<file path="src/rtl/serial_word_receiver.sv">
// Deserializes a start/data/[parity]/stop framed serial stream into parallel words.
// Bit timing comes from an external sample strobe; status outputs are one-cycle registered pulses.
module serial_word_receiver #(
   parameter int WIDTH     = 4,
   parameter int PARITY_EN = 0
) (
   input  logic             clock,
   input  logic             reset,
   input  logic             sample_en,
   input  logic             serial_in,
   output logic [WIDTH-1:0] data_out,
   output logic             data_valid,
   output logic             frame_error,
   output logic             parity_error,
   output logic             busy
);

   localparam int CNT_W = $clog2(WIDTH + 1);
   localparam logic [CNT_W-1:0] LAST_BIT = CNT_W'(WIDTH - 1);

   typedef enum logic [1:0] {
      IDLE   = 2'd0,
      DATA   = 2'd1,
      PARITY = 2'd2,
      STOP   = 2'd3
   } state_t;

   state_t           state_reg;
   state_t           state_next;
   logic [WIDTH-1:0] shift_reg;
   logic [CNT_W-1:0] bit_cnt_reg;
   logic             par_acc_reg;
   logic             par_pend_reg;
   logic             valid_next;
   logic             frame_err_next;
   logic             parity_err_next;

   always_ff @(posedge clock) begin
      if (reset) begin
         state_reg <= IDLE;
      end else begin
         state_reg <= state_next;
      end
   end

   always_comb begin
      state_next = state_reg;
      if (sample_en) begin
         case (state_reg)
            IDLE: begin
               if (!serial_in) begin
                  state_next = DATA;
               end
            end
            DATA: begin
               if (bit_cnt_reg == LAST_BIT) begin
                  state_next = (PARITY_EN != 0) ? PARITY : STOP;
               end
            end
            PARITY:  state_next = STOP;
            STOP:    state_next = IDLE;
            default: state_next = IDLE;
         endcase
      end
   end

   // Status decisions are all made on the stop sample; a pending parity error suppresses the load.
   always_comb begin
      valid_next      = 1'b0;
      frame_err_next  = 1'b0;
      parity_err_next = 1'b0;
      if (sample_en && (state_reg == STOP)) begin
         valid_next      = serial_in && !par_pend_reg;
         frame_err_next  = !serial_in;
         parity_err_next = par_pend_reg;
      end
   end

   always_ff @(posedge clock) begin
      if (reset) begin
         shift_reg    <= '0;
         bit_cnt_reg  <= '0;
         par_acc_reg  <= 1'b0;
         par_pend_reg <= 1'b0;
         data_out     <= '0;
         data_valid   <= 1'b0;
         frame_error  <= 1'b0;
         parity_error <= 1'b0;
      end else begin
         data_valid   <= valid_next;
         frame_error  <= frame_err_next;
         parity_error <= parity_err_next;
         if (valid_next) begin
            data_out <= shift_reg;
         end
         if (sample_en) begin
            case (state_reg)
               IDLE: begin
                  if (!serial_in) begin
                     bit_cnt_reg  <= '0;
                     par_acc_reg  <= 1'b0;
                     par_pend_reg <= 1'b0;
                  end
               end
               DATA: begin
                  // Right shift so the first data bit lands in bit 0.
                  shift_reg   <= {serial_in, shift_reg[WIDTH-1:1]};
                  bit_cnt_reg <= bit_cnt_reg + CNT_W'(1);
                  par_acc_reg <= par_acc_reg ^ serial_in;
               end
               PARITY: begin
                  par_pend_reg <= (serial_in != par_acc_reg);
               end
               default: begin
               end
            endcase
         end
      end
   end

   assign busy = (state_reg != IDLE);

endmodule
</file>
<file path="config.mk">
export PLATFORM = sky130hd
export DESIGN_NAME = serial_word_receiver
export DESIGN_NICKNAME = d
export VERILOG_FILES = /design/src/rtl/serial_word_receiver.sv
export SDC_FILE = /design/constraint.sdc
export NUM_CORES = 1
export LEC_CHECK = 0
export CORE_MARGIN = 4
export CORE_UTILIZATION = 46
export DETAILED_ROUTE_END_ITERATION = 16
export PLACE_DENSITY = 0.72
export SYNTH_ARGS = -nofsm -noshare
export SYNTH_HDL_FRONTEND = slang
export SYNTH_SLANG_ARGS = --single-unit
</file>
<file path="constraint.sdc">
create_clock -name clock -period 1.4 [get_ports clock]
set_clock_uncertainty 0.2 [all_clocks]
set_input_delay 0.42 -clock clock [delete_from_list [all_inputs] [get_ports clock]]
set_output_delay 0.42 -clock clock [all_outputs]
set_load 0.05 [all_outputs]
</file>
### Floorplan with the power grid

Pins as bars on the die edge. Tap cells in gray.
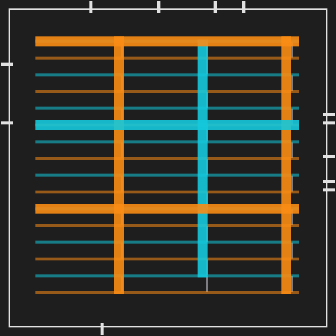
VDD -> cyan
VSS -> orange
met1 rails = 16
tap cells = 25
met5 straps = 3
met4 straps = 3
signal pins = 12
IR drop worst, VDD: 0.864 mV
Die W: 51.3 um
core outline area: 1750 um2

### Placement by cell class

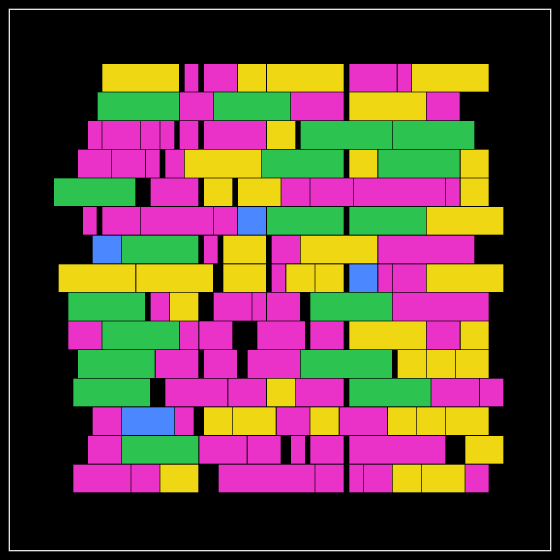
combinational and other logic -> magenta  # cells 68
flops -> green  # cells 18
clock drivers and dummy loads -> blue  # cells 4
other buffers and delay cells -> yellow  # cells 38
Finished Core Util: 88.6%
flop share of the area: 24.4%
final instance area: 1550 um2

### Routed clock nets over the placement

The bar under the picture is 20 um long.
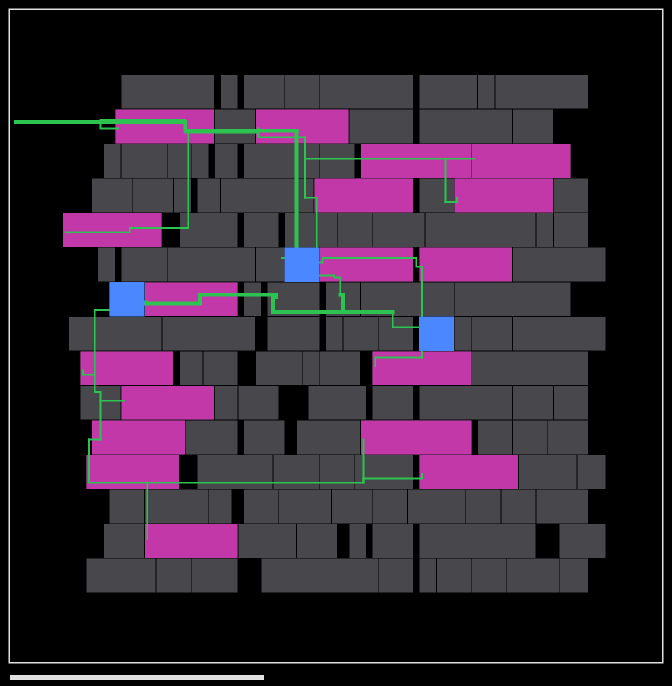
clock wires -> green  # length 212 um
flip-flops -> magenta  # count 18
clock drivers -> blue  # count 3
routed clock nets = 4
clock latency of the later-clocked register in the worst-skew pair: 0.29 ns
clock network power share: 26.3%
Clock net power: 325 uW

### Wiring by layer

The bar under the picture is 20 um long.
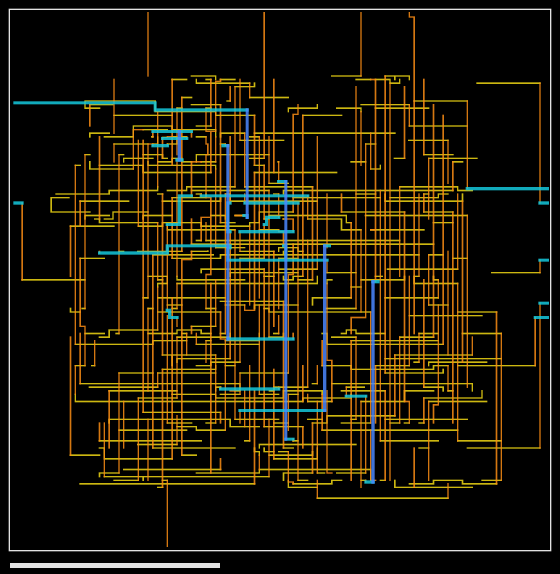
metal 2 -> orange  # wire length 1570 um
metal 1 -> yellow  # wire length 1230 um
metal 3 -> cyan  # wire length 124 um
metal 4 -> blue  # wire length 90.4 um

==> impl_report.txt <==
RUN METRICS
----------------------------------------------------
[Outcome]
  Failing checks ........................ negative setup slack
  Outcome ........................ finished with violations

[Critical path]
  CP Cell Sequence ........................ inv_4 > ha_4 > clkinvlp_4 > buf_12
  CP arrival ........................ 1.15 ns
  Critical Path Start Type ........................ register
  Critical path buffer and inverter count ........................ 3
  Data required time of the worst path ........................ 0.78 ns
  Maximum fanout count along the critical path ........................ 3
  Maximum cell stage delay along the critical path ........................ between 0.3 and 0.4 ns
  Critical path capture point type ........................ output port
  Top Family by Delay on Critical Path ........................ flip-flops

[Detailed routing]
  Total detailed-routing wirelength ........................ 3020 um
  Post-route antenna net violation count ........................ 0
  Residual DRC ........................ 0
  Vias per cell ........................ 5.73
  Average wire length per cell after detail routing ........................ between 15 and 20 um
  Number of vias after detailed routing ........................ approximately 880

[Yosys]
  Syn avg cell area ........................ 9.38 um2
  Netlist cell types ........................ 28
  Yosys reg bits ........................ 18
  Sequential area share after synthesis ........................ 41.7%
  Nets at Floorplan ........................ 102
  Cell total in the yosys stat output ........................ 92
  Total cell area reported by yosys after synthesis ........................ 863 um2

[Clock network]
  TritonCTS clock tree ........................ built
  Clock Root Buffer ........................ clkbuf_4
  Clk pin slew, worst setup/hold paths ........................ ~0.11 ns
  Number of buffers added by the clock tree synthesis step ........................ 3

[GRT]
  Via count of the first global-routing pass ........................ 898
  First-pass GRT wire length ........................ 4580 um
  Maximum number of pins on one net before global-route repair ........................ 11
  Congestion Overflow GR ........................ 0
  Initial antenna violation count ........................ 0

[Floorplanning]
  I/O pin cnt ........................ 12
  Row cnt ........................ 15
  Pre-Place Util ........................ between 40% and 50%

[Timing]
  Setup repair after global routing missed its margin ........................ true
  Number of failing setup endpoints in the final timing report ........................ 22
  Final cycle utilization of the critical path ........................ 126%
  Worst Setup Slack, final ........................ -0.366 ns
  Final critical delay including setup and external delays ........................ 1.77 ns
  Count of pins over their slew limit ........................ 0
  Slew of the pin with the lowest slew margin ........................ 0.460 ns
  Relative slew slack ........................ 69.3%
  Worst-case hold slack ........................ ~0.28 ns
  Hold violation count in the final report ........................ 0
  Final sum of negative setup slack ........................ -2.56 ns

[Hold path]
  Path class of the lowest-slack min-delay path ........................ reg2reg

[Pwr]
  Switching Power ........................ 361 uW
  Cell-internal power ........................ 874 uW
  Leakage power figure ........................ 0.615 nW
  Logic pwr share ........................ about 31%
  Total power density per cell area ........................ 799 nW/um2

[Job]
  Number of warnings the tools reported ........................ 32
  Number of maximum-capacitance violations ........................ 0

[Placement]
  Number of port buffers ........................ 11
  Worst setup timing slack at the placement stage ........................ -0.578 ns
  Total half-perimeter wirelength after legalization and detailed placement ........................ 1450 um

[Finish]
  Most common cell after layout, fill and taps aside ........................ buf_4
  Final net count ........................ ~140
  Ant diodes ........................ 0
  Ratio of cells with drive above 1 in the final layout ........................ 67.2%
  Most common logic cells in the final layout ........................ buf_4 (18), buf_12 (11), dfxtp_1 (9), a21oi_2 (8), dfxtp_2 (7)

----------------------------------------------------
==> metal layers <==
layer / vias up / wire length [um] / track usage, %
met1: 431 / 1230 / 27.1
met5: - / 0 / 0
met2: 43 / 1570 / 44.8
met3: 12 / 124 / 6.12
li1: 391 / - / -
met4: 0 / 90 / 6.55
==> through the flow <==
step | instances | util, % | cell area, um2 | total power, mW
2_1_floorplan | 92 | - | 895 | 0.676
3_3_place_gp | 138 | 69.7 | 1220 | 0.776
3_5_place_dp | 138 | 69.7 | 1220 | 0.783
4_1_cts | 151 | 84.1 | 1470 | 1.20
5_1_grt | 153 | 88.6 | 1550 | 1.28
6_report | 153 | 88.6 | 1550 | 1.24
==> cells in the mapped netlist <==
cell type,instances,area share (%)
o21ai_0,5,2.9
buf_2,2,1.2
a21boi_4,1,2.2
a211oi_2,1,1.4
a21oi_2,1,1.0
nand2_1,7,3.0
mux2i_1,4,4.6
nor2_1,7,3.0
a31oi_1,2,1.4
dfxtp_1,18,42
nand4b_2,1,1.7
nand3b_1,4,3.5
o31ai_1,1,0.87
nand3_1,5,2.9
and2_1,2,1.4
and4bb_2,1,1.4
a21oi_1,8,4.6
nand2b_1,1,0.73
a21bo_2,1,1.2
clkbuf_1,1,0.43
nor4_1,1,0.73
nor3_1,1,0.58
ha_1,6,8.7
nand4b_1,2,2.0
nor3b_1,1,0.87
buf_4,1,0.87
inv_1,5,2.2
buf_6,2,2.6
==> power groups by stage <==
stage               clock network, mW  registers [mW]  logic [mW]
floorplan                           0           0.541       0.134
global placement                    0           0.541       0.235
detailed placement                  0           0.542       0.241
CTS                             0.330           0.530       0.339
global route                    0.353           0.530       0.399
finish                          0.325           0.529       0.381
==> what timing repair did <==
item | 4_1_cts | 5_1_grt
setup buffers | 9 | 4
resized | 38 | 17
endpoints found under the setup margin | 24 | 26
gates cloned | 0 | 0
pin swaps | 18 | 14
==> area by class of cell <==
class,instances,area (um2)
inverters,5,27.5
repair buffers,38,452
clock buffers,4,36.3
well taps,25,31.3
flip-flops and latches,18,377
multi-input cells,63,623
fillers,71,199
==> final timing paths <==
kind                                    from            to  cells past startpoint
worst min register to register  shift_reg[0]  shift_reg[0]                      2
worst max-delay path            state_reg[0]          busy                      4
worst max register to register  state_reg[0]  state_reg[1]                      7
worst min-delay path            shift_reg[0]  shift_reg[0]                      2
==> kinds of logic after synthesis <==
group | synth area share, %
compound gates | 15.7
fa+ha+maj | 8.70
buf+inv | 7.25
flops | 41.7
mux | 4.64
simple gates | 22.0
==> worst register-to-register path, delay by kind of cell, from the launching register on <==
family                     cells  cell delay, ns
and+or+nand+nor                1            0.20
AOI/OAI and AO/OA              2            0.31
DFF                            1            0.38
buffers and inverters          3            0.31
adders and majority gates      1            0.17
No activity file was given, so power comes from the tool's default toggle rates.
